--- config.mk ---
export PLATFORM = sky130hd
export DESIGN_NAME = sdram_test_sequencer
export DESIGN_NICKNAME = d
export VERILOG_FILES = /design/src/rtl/sdram_test_sequencer.sv
export SDC_FILE = /design/constraint.sdc
export NUM_CORES = 1
export LEC_CHECK = 0
export ABC_AREA = 1
export CORE_UTILIZATION = 45
export CTS_CLUSTER_DIAMETER = 40
export DETAILED_ROUTE_END_ITERATION = 8
export PLACE_DENSITY = 0.73
export SKIP_LAST_GASP = 1
export SYNTH_ARGS = -nofsm -noshare
export SYNTH_HDL_FRONTEND = slang
export SYNTH_SLANG_ARGS = --single-unit
--- constraint.sdc ---
create_clock -name CLOCK_100 -period 4.62 [get_ports CLOCK_100]
set_input_delay 0.693 -clock CLOCK_100 [delete_from_list [all_inputs] [get_ports CLOCK_100]]
set_output_delay 0.693 -clock CLOCK_100 [all_outputs]
set_load 0.05 [all_outputs]
--- src/rtl/sdram_test_sequencer.sv ---
// ---------------------------------------------------------------------------
// sdram_test_sequencer
//
// Push-button driven SDRAM write/read-back tester. Each accepted button press
// bumps an 8-bit seed, writes N_WORDS words of pattern {seed, index} starting
// at BASE_ADDR, then reads them back one at a time and counts mismatches.
// The result is shown on the LEDs as {pass, fail, err_count[5:0]}.
//
// Ports
//   CLOCK_100  in   1   sole clock, rising edge
//   rst        in   1   synchronous reset, active-high
//   button     in   1   raw asynchronous push-button, active-high
//   cmd_valid  out  1   command request to the SDRAM driver
//   cmd_we     out  1   1 = write, 0 = read
//   cmd_addr   out  24  word address
//   cmd_wdata  out  16  write data (0 for reads)
//   cmd_ready  in   1   driver accepts the command this cycle
//   rd_valid   in   1   read data present this cycle
//   rd_data    in   16  read data
//   busy       out  1   high while a run is in progress
//   led        out  8   {pass, fail, err_count[5:0]}
// ---------------------------------------------------------------------------
module sdram_test_sequencer #(
  parameter int          N_WORDS         = 16,
  parameter int          DEBOUNCE_CYCLES = 4,
  parameter logic [23:0] BASE_ADDR       = 24'h000000
) (
  input  logic        CLOCK_100,
  input  logic        rst,
  input  logic        button,
  output logic        cmd_valid,
  output logic        cmd_we,
  output logic [23:0] cmd_addr,
  output logic [15:0] cmd_wdata,
  input  logic        cmd_ready,
  input  logic        rd_valid,
  input  logic [15:0] rd_data,
  output logic        busy,
  output logic [7:0]  led
);

  // -------------------------------------------------------------------------
  // Constants
  // -------------------------------------------------------------------------
  localparam int DB_W = (DEBOUNCE_CYCLES < 2) ? 1 : $clog2(DEBOUNCE_CYCLES + 1);
  localparam logic [DB_W-1:0] DB_LAST    = DB_W'(DEBOUNCE_CYCLES - 1);
  localparam logic [7:0]      LAST_INDEX = 8'(N_WORDS - 1);
  localparam logic [5:0]      ERR_MAX    = 6'd63;

  localparam logic [2:0] S_IDLE    = 3'd0;
  localparam logic [2:0] S_WRITE   = 3'd1;
  localparam logic [2:0] S_READ    = 3'd2;
  localparam logic [2:0] S_WAIT_RD = 3'd3;
  localparam logic [2:0] S_DONE    = 3'd4;

  // -------------------------------------------------------------------------
  // Button synchronizer, debouncer and start-pulse generator
  // -------------------------------------------------------------------------
  logic            btn_meta_reg;
  logic            btn_sync_reg;
  logic            db_level_reg;
  logic            db_level_next;
  logic [DB_W-1:0] db_count_reg;
  logic [DB_W-1:0] db_count_next;
  logic            start_pulse_reg;

  always_ff @(posedge CLOCK_100) begin
    if (rst) begin
      btn_meta_reg <= 1'b0;
      btn_sync_reg <= 1'b0;
    end else begin
      btn_meta_reg <= button;
      btn_sync_reg <= btn_meta_reg;
    end
  end

  // The count only advances while the synchronized input disagrees with the
  // accepted level; any agreeing sample throws the partial count away.
  always_comb begin
    db_level_next = db_level_reg;
    db_count_next = db_count_reg;
    if (btn_sync_reg != db_level_reg) begin
      if (db_count_reg == DB_LAST) begin
        db_level_next = btn_sync_reg;
        db_count_next = '0;
      end else begin
        db_count_next = db_count_reg + 1'b1;
      end
    end else begin
      db_count_next = '0;
    end
  end

  always_ff @(posedge CLOCK_100) begin
    if (rst) begin
      db_level_reg    <= 1'b0;
      db_count_reg    <= '0;
      start_pulse_reg <= 1'b0;
    end else begin
      db_level_reg    <= db_level_next;
      db_count_reg    <= db_count_next;
      // High for exactly the cycle following an accepted 0->1 change.
      start_pulse_reg <= db_level_next & ~db_level_reg;
    end
  end

  // -------------------------------------------------------------------------
  // Test FSM and datapath
  // -------------------------------------------------------------------------
  logic [2:0]  state_reg,     state_next;
  logic [7:0]  seed_reg,      seed_next;
  logic [7:0]  index_reg,     index_next;
  logic [5:0]  err_count_reg, err_count_next;
  logic        pass_reg,      pass_next;
  logic        fail_reg,      fail_next;
  logic        cmd_valid_reg, cmd_valid_next;
  logic        cmd_we_reg,    cmd_we_next;
  logic [23:0] cmd_addr_reg,  cmd_addr_next;
  logic [15:0] cmd_wdata_reg, cmd_wdata_next;

  logic [15:0] expected_word;
  logic [23:0] word_addr;
  logic        rd_mismatch;
  logic [5:0]  err_bumped;

  always_comb begin
    expected_word = {seed_reg, index_reg};
    word_addr     = BASE_ADDR + {16'd0, index_reg};
    rd_mismatch   = (rd_data != expected_word);
    err_bumped    = (rd_mismatch && (err_count_reg != ERR_MAX)) ?
                    err_count_reg + 6'd1 : err_count_reg;
  end

  always_comb begin
    state_next     = state_reg;
    seed_next      = seed_reg;
    index_next     = index_reg;
    err_count_next = err_count_reg;
    pass_next      = pass_reg;
    fail_next      = fail_reg;
    cmd_valid_next = cmd_valid_reg;
    cmd_we_next    = cmd_we_reg;
    cmd_addr_next  = cmd_addr_reg;
    cmd_wdata_next = cmd_wdata_reg;

    case (state_reg)
      S_IDLE: begin
        cmd_valid_next = 1'b0;
        if (start_pulse_reg) begin
          seed_next      = seed_reg + 8'd1;
          index_next     = 8'd0;
          err_count_next = 6'd0;
          pass_next      = 1'b0;
          fail_next      = 1'b0;
          state_next     = S_WRITE;
        end
      end

      // A command is presented one cycle after its index is known and held
      // until accepted; valid then drops for a cycle before the next one.
      S_WRITE: begin
        if (!cmd_valid_reg) begin
          cmd_valid_next = 1'b1;
          cmd_we_next    = 1'b1;
          cmd_addr_next  = word_addr;
          cmd_wdata_next = expected_word;
        end else if (cmd_ready) begin
          cmd_valid_next = 1'b0;
          if (index_reg == LAST_INDEX) begin
            index_next = 8'd0;
            state_next = S_READ;
          end else begin
            index_next = index_reg + 8'd1;
          end
        end
      end

      S_READ: begin
        if (!cmd_valid_reg) begin
          cmd_valid_next = 1'b1;
          cmd_we_next    = 1'b0;
          cmd_addr_next  = word_addr;
          cmd_wdata_next = 16'h0000;
        end else if (cmd_ready) begin
          cmd_valid_next = 1'b0;
          state_next     = S_WAIT_RD;
        end
      end

      // Only one read is ever outstanding, so the first rd_valid seen here
      // belongs to the current index.
      S_WAIT_RD: begin
        cmd_valid_next = 1'b0;
        if (rd_valid) begin
          err_count_next = err_bumped;
          if (index_reg == LAST_INDEX) begin
            pass_next  = (err_bumped == 6'd0);
            fail_next  = (err_bumped != 6'd0);
            state_next = S_DONE;
          end else begin
            index_next = index_reg + 8'd1;
            state_next = S_READ;
          end
        end
      end

      S_DONE: begin
        cmd_valid_next = 1'b0;
        state_next     = S_IDLE;
      end

      default: begin
        cmd_valid_next = 1'b0;
        state_next     = S_IDLE;
      end
    endcase
  end

  always_ff @(posedge CLOCK_100) begin
    if (rst) begin
      state_reg     <= S_IDLE;
      seed_reg      <= 8'd0;
      index_reg     <= 8'd0;
      err_count_reg <= 6'd0;
      pass_reg      <= 1'b0;
      fail_reg      <= 1'b0;
      cmd_valid_reg <= 1'b0;
      cmd_we_reg    <= 1'b0;
      cmd_addr_reg  <= 24'd0;
      cmd_wdata_reg <= 16'd0;
    end else begin
      state_reg     <= state_next;
      seed_reg      <= seed_next;
      index_reg     <= index_next;
      err_count_reg <= err_count_next;
      pass_reg      <= pass_next;
      fail_reg      <= fail_next;
      cmd_valid_reg <= cmd_valid_next;
      cmd_we_reg    <= cmd_we_next;
      cmd_addr_reg  <= cmd_addr_next;
      cmd_wdata_reg <= cmd_wdata_next;
    end
  end

  // -------------------------------------------------------------------------
  // Outputs
  // -------------------------------------------------------------------------
  assign cmd_valid = cmd_valid_reg;
  assign cmd_we    = cmd_we_reg;
  assign cmd_addr  = cmd_addr_reg;
  assign cmd_wdata = cmd_wdata_reg;
  assign busy      = (state_reg == S_WRITE) || (state_reg == S_READ) ||
                     (state_reg == S_WAIT_RD);
  assign led       = {pass_reg, fail_reg, err_count_reg};

endmodule

==> impl_report.txt <==
RUN METRICS
----------------------------------------------------
[Outcome]
  Status ........................ complete, but fails checks
  Failing checks ........................ design-rule violations

[Layout]
  Area overhead of the layout relative to synthesis ........................ 22.9%
  Layout cell share with drive strength beyond 1 ........................ 0.0716
  Final net count ........................ 538

[Yosys]
  Sequential element share of the synthesized area ........................ 0.391
  Yosys cell count ........................ roughly 460
  Post-Syn Area ........................ a little over 3000 um^2

[Setup path]
  Signal arrival time at the worst endpoint ........................ 2.17 ns
  R2r startpoint ........................ index_reg[1]$_SDFFE_PP0P_
  Path depth of the worst reg2reg path ........................ 11
  Setup crit end kind ........................ output pin
  Maximum fanout along the worst path ........................ 9
  Reg2Reg Setup Slack ........................ 2.56 ns

[Hold path]
  Instance count along the most critical hold path ........................ 2
  Startpoint of the lowest-slack hold path ........................ btn_meta_reg$_SDFF_PP0_
  Hold endpoint ........................ btn_sync_reg$_SDFF_PP0_
  Worst Hold Class ........................ register to register

[Timing]
  Share of the cycle needed by the critical path after routing ........................ 0.621
  Aggregate negative setup slack ........................ 0 ns
  Unrepaired setup endpoints after global routing ........................ no

[Run]
  Max_cap viols ........................ 0
  Tool Warnings ........................ 26

[Placed design]
  Routability-driven placement congestion ratio ........................ slightly above 0.9

[Drt]
  Count of unresolved DRC violations after routing ........................ 4
  Number of nets still failing antenna checks after routing ........................ 0
  Number of iterations in the first detailed-routing pass ........................ 9
  Routed wire length per instance ........................ 11.7 um
  Wirelength, routed ........................ 6.95 mm
  Vias per cell ........................ 4.92

[Die]
  Die Y ........................ 84.6 um
  Total die area ........................ 7150 um^2
  Count of boundary I/O pins ........................ 72
  Initial core utilization ........................ 0.475
  Die extent in x ........................ 84.6 um

[Clock tree]
  TritonCTS clock tree ........................ done
  Number of clock sinks ........................ 60
  Clock Root Buffer ........................ clkbuf_8
  Insertion delay of the later-clocked pin in the worst-skew pair ........................ 0.34 ns

[Global routing]
  Pin count of the biggest net entering global routing ........................ 26
  Overflow after GRT ........................ 0
  Via count of the first global-routing pass ........................ about 2700
  M1 GR Usage ........................ 0.272

[Pwr]
  Power density of the placed cells ........................ 413 nW/um^2
  Leakage Power ........................ 0.00153 uW

----------------------------------------------------
## placed cells by master (no fill, tap or decap), types with 10 or more instances in the layout
cell type,n
clkbuf_8,10
conb_1,16
a21oi_1,45
clkdlybuf4s50_1,55
inv_1,56
nand2_1,139
dfxtp_1,60
o21ai_0,19
nand3_1,22
nor2_1,37
## worst max-delay path: stages, from the launching register on
cell             delay, ns
dfxtp_1               0.35
nor2_2                0.18
nand2_2               0.18
nand2_1               0.13
inv_1                 0.09
nand2_1               0.10
clkdlybuf4s50_1       0.80
## cell usage after synthesis (all sizes together)
library cell,count,area (um^2)
nand4,4,25.0
clkbuf,4,15.0
inv,63,241
a211oi,1,7.51
o21ai,19,95.1
nand3b,1,7.51
ha,5,62.6
xnor2,1,8.76
nand3,22,110
a21oi,46,234
nor3,12,87.6
o211ai,2,15.0
nor4,4,25.0
dfxtp,60,1200
buf,22,161
xor2,2,17.5
nor2,44,203
nor3b,1,7.51
conb,1,3.75
nand2,142,541
## worst max-delay path by stage
stage                                       end                          start  slack (ns)
after floorplan           fail_reg$_SDFFE_PP0P_  err_count_reg[0]$_SDFFE_PP0P_        2.59
after global placement    fail_reg$_SDFFE_PP0P_                     rd_data[5]        2.10
after detailed placement  fail_reg$_SDFFE_PP0P_                    rd_data[12]        2.05
after CTS                                  busy      state_reg[0]$_SDFFE_PP0P_        1.74
after global routing                       busy      state_reg[2]$_SDFFE_PP0P_        1.63
final                                      busy      state_reg[2]$_SDFFE_PP0P_        1.75
## where the power goes
| part | total, uW | leakage [uW] | switching (uW) | internal [uW] |
|---|---|---|---|---|
| clock network | 407 | 0.0000889 | 201 | 205 |
| registers | 577 | 0.000484 | 30.0 | 547 |
| logic | 575 | 0.000961 | 432 | 143 |
## per-stage QoR
stage | setup WS (ns) | hold WS [ns] | total power, uW | instances
floorplan | 2.59 | 0.388 | 1030 | 471
global placement | 2.10 | 0.392 | 1150 | 578
detailed placement | 2.05 | 0.406 | 1160 | 578
CTS | 1.74 | 0.419 | 1570 | 594
global route | 1.63 | 0.447 | 1660 | 594
finish | 1.75 | 0.424 | 1560 | 594
## final cells by class
class | instances | area, um^2 | area share
clock buffer | 11 | 141 | 0.0375
sequential | 60 | 1200 | 0.318
tap | 77 | 96.3 | 0.0255
multi-input combinational | 322 | 1510 | 0.399
inverter | 63 | 241 | 0.0640
clock inverter | 5 | 27.5 | 0.00730
timing repair buffer | 56 | 558 | 0.148
## kinds of logic (layout without fill, tap and decap cells)
group,after synthesis,after routing,share of synthesized area
buf+inv,89,135,0.136
compound gates,68,68,0.115
flops,60,60,0.391
other cells,1,16,0.00122
simple gates,230,230,0.328
fa+ha+maj,5,5,0.0204
xor+xnor,3,3,0.00856
## metal layers
layer	wire [um]	vias to the layer above	part of all wire
li1	-	1526	-
met1	3470	1306	0.50
met2	3080	82	0.44
met3	312	8	0.045
met4	85	0	0.012
met5	0	-	0
Track usage over the die:
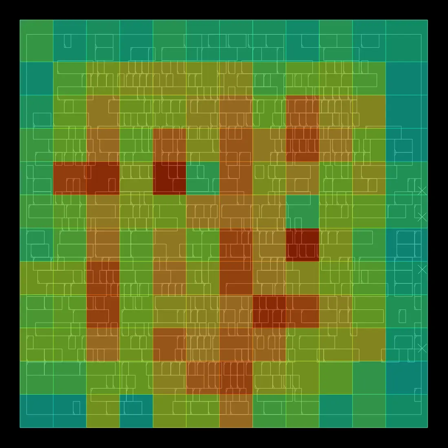
met3 Resource Use GR: 0.0413
overall track demand over capacity in global routing: 0.207
global-route layer with the greatest usage: met2

Wire density map:
The bar under the picture is 20 um long. 17 x 17 tiles, from dark blue (low) to red (high), scaled to the fullest tile. Values are wire area over tile area, all layers added.
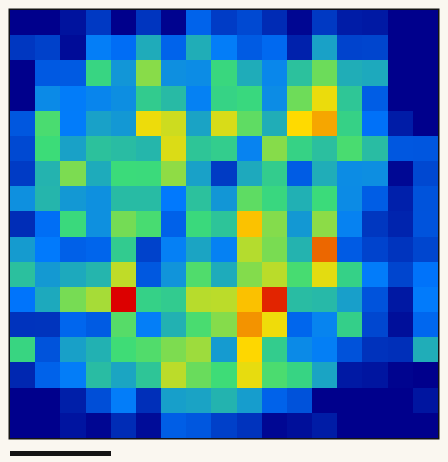
The emptiest ninth of the die: lower right. The fullest tile reaches 0.49. 11% of the tiles are nearly empty. The mean over all tiles is 0.15.

Placement density heat map:
The bar under the picture is 20 um long. 8 x 8 tiles, from dark blue (low) to red (high), 0 to 100% covered.
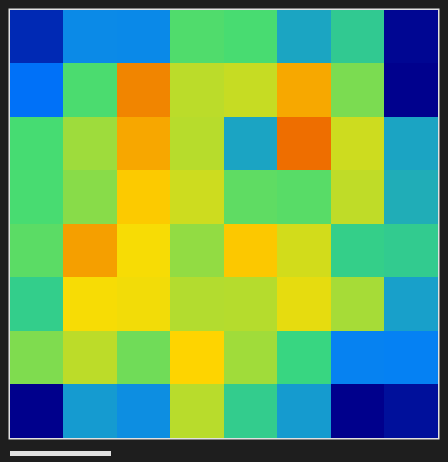
The mean over all tiles is 51%. 13% of the tiles are over 75% full. 6.2% of the tiles are nearly empty. The fullest tile reaches 88%. The emptiest ninth of the die: lower right.

Cells by drive strength:
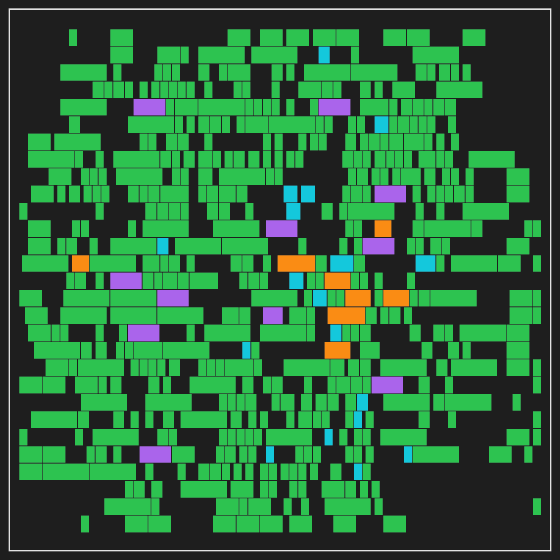
Orange marks drive 3 to 4, cells 8, share 1.5%. Purple marks drive 6 and up, cells 11, share 2.1%. Cyan marks drive 2, cells 18, share 3.5%. Green marks drive 1 or less, cells 480, share 93%.

Cell classes on the final placement:
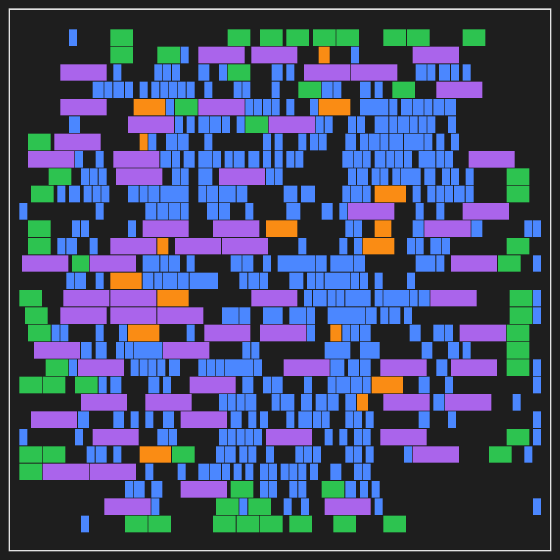
Green marks other buffers and delay cells, cells 56, share of their area 15%. Blue marks all other logic, cells 385, share of their area 48%. Orange marks clock drivers and dummy loads, cells 16, share of their area 4.6%. Purple marks flip-flops, cells 60, share of their area 33%.

No activity file was given, so power comes from the tool's default toggle rates.
